==> config.mk <==
export PLATFORM = sky130hd
export DESIGN_NAME = traffic_ctrl
export DESIGN_NICKNAME = d
export VERILOG_FILES = /design/src/rtl/traffic_ctrl.sv
export SDC_FILE = /design/constraint.sdc
export NUM_CORES = 1
export LEC_CHECK = 0
export ABC_AREA = 1
export CAP_MARGIN = 20
export CORE_MARGIN = 2
export CORE_UTILIZATION = 50
export DETAILED_ROUTE_END_ITERATION = 8
export GPL_TIMING_DRIVEN = 0
export MAX_ROUTING_LAYER = met4
export PLACE_DENSITY_LB_ADDON = 0.15
export RECOVER_POWER = 50
export SETUP_SLACK_MARGIN = 0.1
export SYNTH_ARGS = -nofsm -noshare
export SYNTH_HDL_FRONTEND = slang
export SYNTH_SLANG_ARGS = --single-unit
==> constraint.sdc <==
create_clock -name clk -period 4.63 [get_ports clk]
set_input_delay 0.926 -clock clk [delete_from_list [all_inputs] [get_ports clk]]
set_output_delay 0.926 -clock clk [all_outputs]
set_load 0.05 [all_outputs]
**Power grid**

Pins as bars on the die edge.
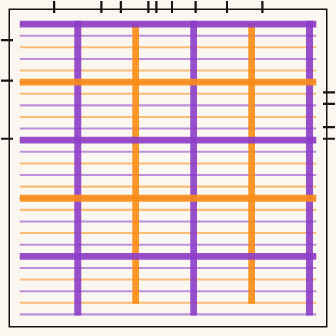
[VSS] purple
[VDD] orange
rows: 25
met4 straps: 5
signal pins: 16
met5 straps: 5
Die X-Extent: 74.0 um
Core ar.: 0.00472 mm^2
peak supply drop: 144 uV
Die Ht: 74.0 um

**Placement by cell class**

Bar = 20 um.
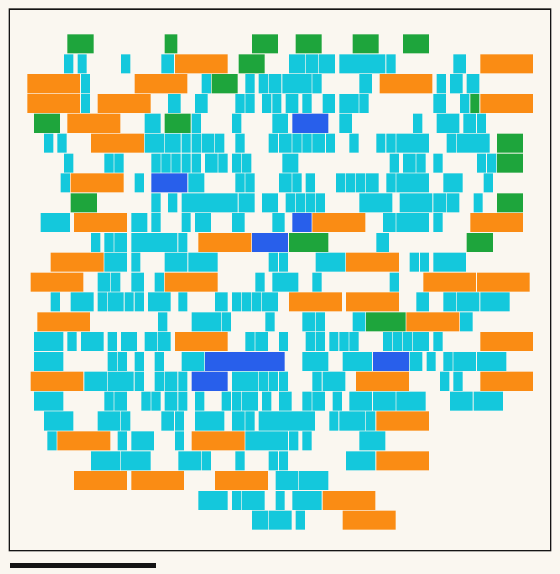
[clock drivers and dummy loads] blue | cells: 7 | share of their area: 4.0%
[flops] orange | cells: 39 | share of their area: 29%
[other buffers and delay cells] green | cells: 18 | share of their area: 6.7%
[all other logic] cyan | cells: 279 | share of their area: 60%
Seq area share: 28.5%
design area: 0.00274 mm^2
Row Count: 25

==> flow_summary.toml <==
# physical design summary
[route]
routed-via-count = 1938
vias_per_cell = 4.73
drtIter0Drc = 96
wl_per_cell_um = 11.0
wirelength_mm = 4.51
postRouteAntennaNets = 0
dr.pass1.iters = 4
drc = 0

[timing]
setup_violations = 0
fin_skew_ns = 0.00586
min_period_ns = 2.98
worstMarginPinSlew_ns = 0.503
drv_slew = 0
fin_crit_sh_pct = 64.3
finalHoldViolCount = 0
tns_ns = 0
rsz0062_at_grt = "no"
setup_ws_ns = 1.65
slew_headroom_pct = 66.4
timing.hold.ws_ns = 0.417

[global_routing]
grt_pass1_vias = 1832
grt_max_degree = 13
global_route.overflow_total = 0
grt_pass1_wl_mm = 8.12
grtUsageTotal_pct = 19.5

[clock_tree]
clk_pin_slew_ns = 0.08
clockBufferDepth = 2
cts.sinks = 39
ctsResizeCount = 0
cts_buffers = 5
root_buffer = "clkbuf_8"
cts-htree-levels = 2
post_cts_buffers = 0
hold_buffers = 0
clock_latency_ns = 0.29

[synthesis]
async_flop_share_pct = 0
edf_count = 0
synth.distinct_cells = 34
avgSynthCellArea_um2 = 7.61
synthesis.area_mm2 = 0.00245
yosysTopAreaCell = "dfxtp_1"
yosysSeqAreaShare_pct = 31.9
synth.area.top_cells = "dfxtp_1 (32%), nand2_1 (11%), nor2_4 (10%)"
syn_inst = 322
flop_cell = "dfxtp_1"
yosys_area_mm2 = 0.00245
synth_top_area_share_pct = 31.9
yosys_cells = 322

[cells_and_area]
diodes = 0
largest_register_ffs = 26
layout-drive-gt1-share_pct = 18.4
fin_nets = 355
area_growth_pct = 11.8

[setup_path]
ff2ff_setup_slack_ns = 1.65
critical_path_buf_inv_count = 2
cp_cell_sequence = "ha_1 -> nand3_1 -> nor2_1 -> nand3_2 -> nor2_1 -> nand3_1 -> nand2_1 -> nand2_1 -> nand3_1 -> nand2_1 -> nor2_1 -> nand3_4 -> clkinv_2 -> nand3_1 -> buf_8 -> nor2_4"
worstPathArrival_ns = 3.22
reg2regPathDepth = 16
crit_path_max_fanout = 10
critPathRequiredTime_ns = 4.87
critPathKind = "reg -> reg"
critical-path-top-delay-family = "simple AND/OR/NAND/NOR gates"
crit_top_cell = "nand3_1"
crit_path_start_kind = "flop"
cp.depth = 16
worst_path_largest_cell_delay_ns = 0.41

[floorplanning]
die-area_mm2 = 0.00548
fp_util_pct = 51.9

[job]
cap_violations = 0
warnings = 30

[worst_hold_path]
hp-class = "reg -> reg"
hold_depth = 2

[place]
place_ws_ns = 1.98
place_congestion = 0.849
dp_hpwl_mm = 3.51
dpl_cell_area_mm2 = 0.00268
port_buffers = 14

[power_and_ir_drop]
p_per_area_mw_per_mm2 = 260
leakage_nw = 1.10

[status]
status = "finished, final reports clean"
[Yosys cell counts, types with 6 or more instances]
| cell type | number |
|---|---|
| nor2_4 | 22 |
| ha_1 | 7 |
| nand2_2 | 7 |
| inv_1 | 41 |
| dfxtp_1 | 39 |
| o21ai_0 | 6 |
| nor2_1 | 28 |
| xor2_1 | 12 |
| inv_2 | 9 |
| nand3_1 | 25 |
| xnor2_1 | 8 |
| a21oi_1 | 7 |
| nand2_1 | 71 |
[final cells by class]
| type | count | area (um^2) |
|---|---|---|
| Inverter | 52 | 196 |
| Clock buffer | 5 | 68.8 |
| Fill cell | 463 | 1980 |
| Clock inverter | 2 | 37.5 |
| Tap cell | 67 | 83.8 |
| Multi-Input combinational cell | 227 | 1400 |
| Buffer | 4 | 38.8 |
| Timing Repair Buffer | 14 | 140 |
| Sequential cell | 39 | 781 |
[metal layers]
layer  track usage, %  wire [um]  vias up
met1             27.3       2390      865
met4             5.45         54        0
met2             28.0       1920       24
met5                -          0        -
met3             4.88        151        6
li1                 -          -     1043
[report_power, final]
group	switching [W]	internal, W	total (W)
clock	0.000122	0.000157	0.000279
sequential	0.00000708	0.000341	0.000348
combinational	0.0000565	0.0000279	0.0000843
total	0.000186	0.000527	0.000712
[kinds of logic (layout without fill, tap and decap cells)]
logic type               count (synthesis)  after routing  synth area share (%)
XOR/XNOR                                20             20                  7.15
adder cells (fa/ha/maj)                  7              7                  3.57
flip-flops                              39             39                  31.9
buffers and inverters                   56             77                  9.60
AND/OR/NAND/NOR                        184            184                  44.4
AND-OR/OR-AND                           16             16                  3.47
[through the flow]
stage          total power [W]  cells
3_3_place_gp          0.000443    403
6_report              0.000712    410
4_1_cts               0.000725    410
5_1_grt               0.000745    410
3_5_place_dp          0.000445    403
2_1_floorplan         0.000421    322
No activity file was given, so power comes from the tool's default toggle rates.
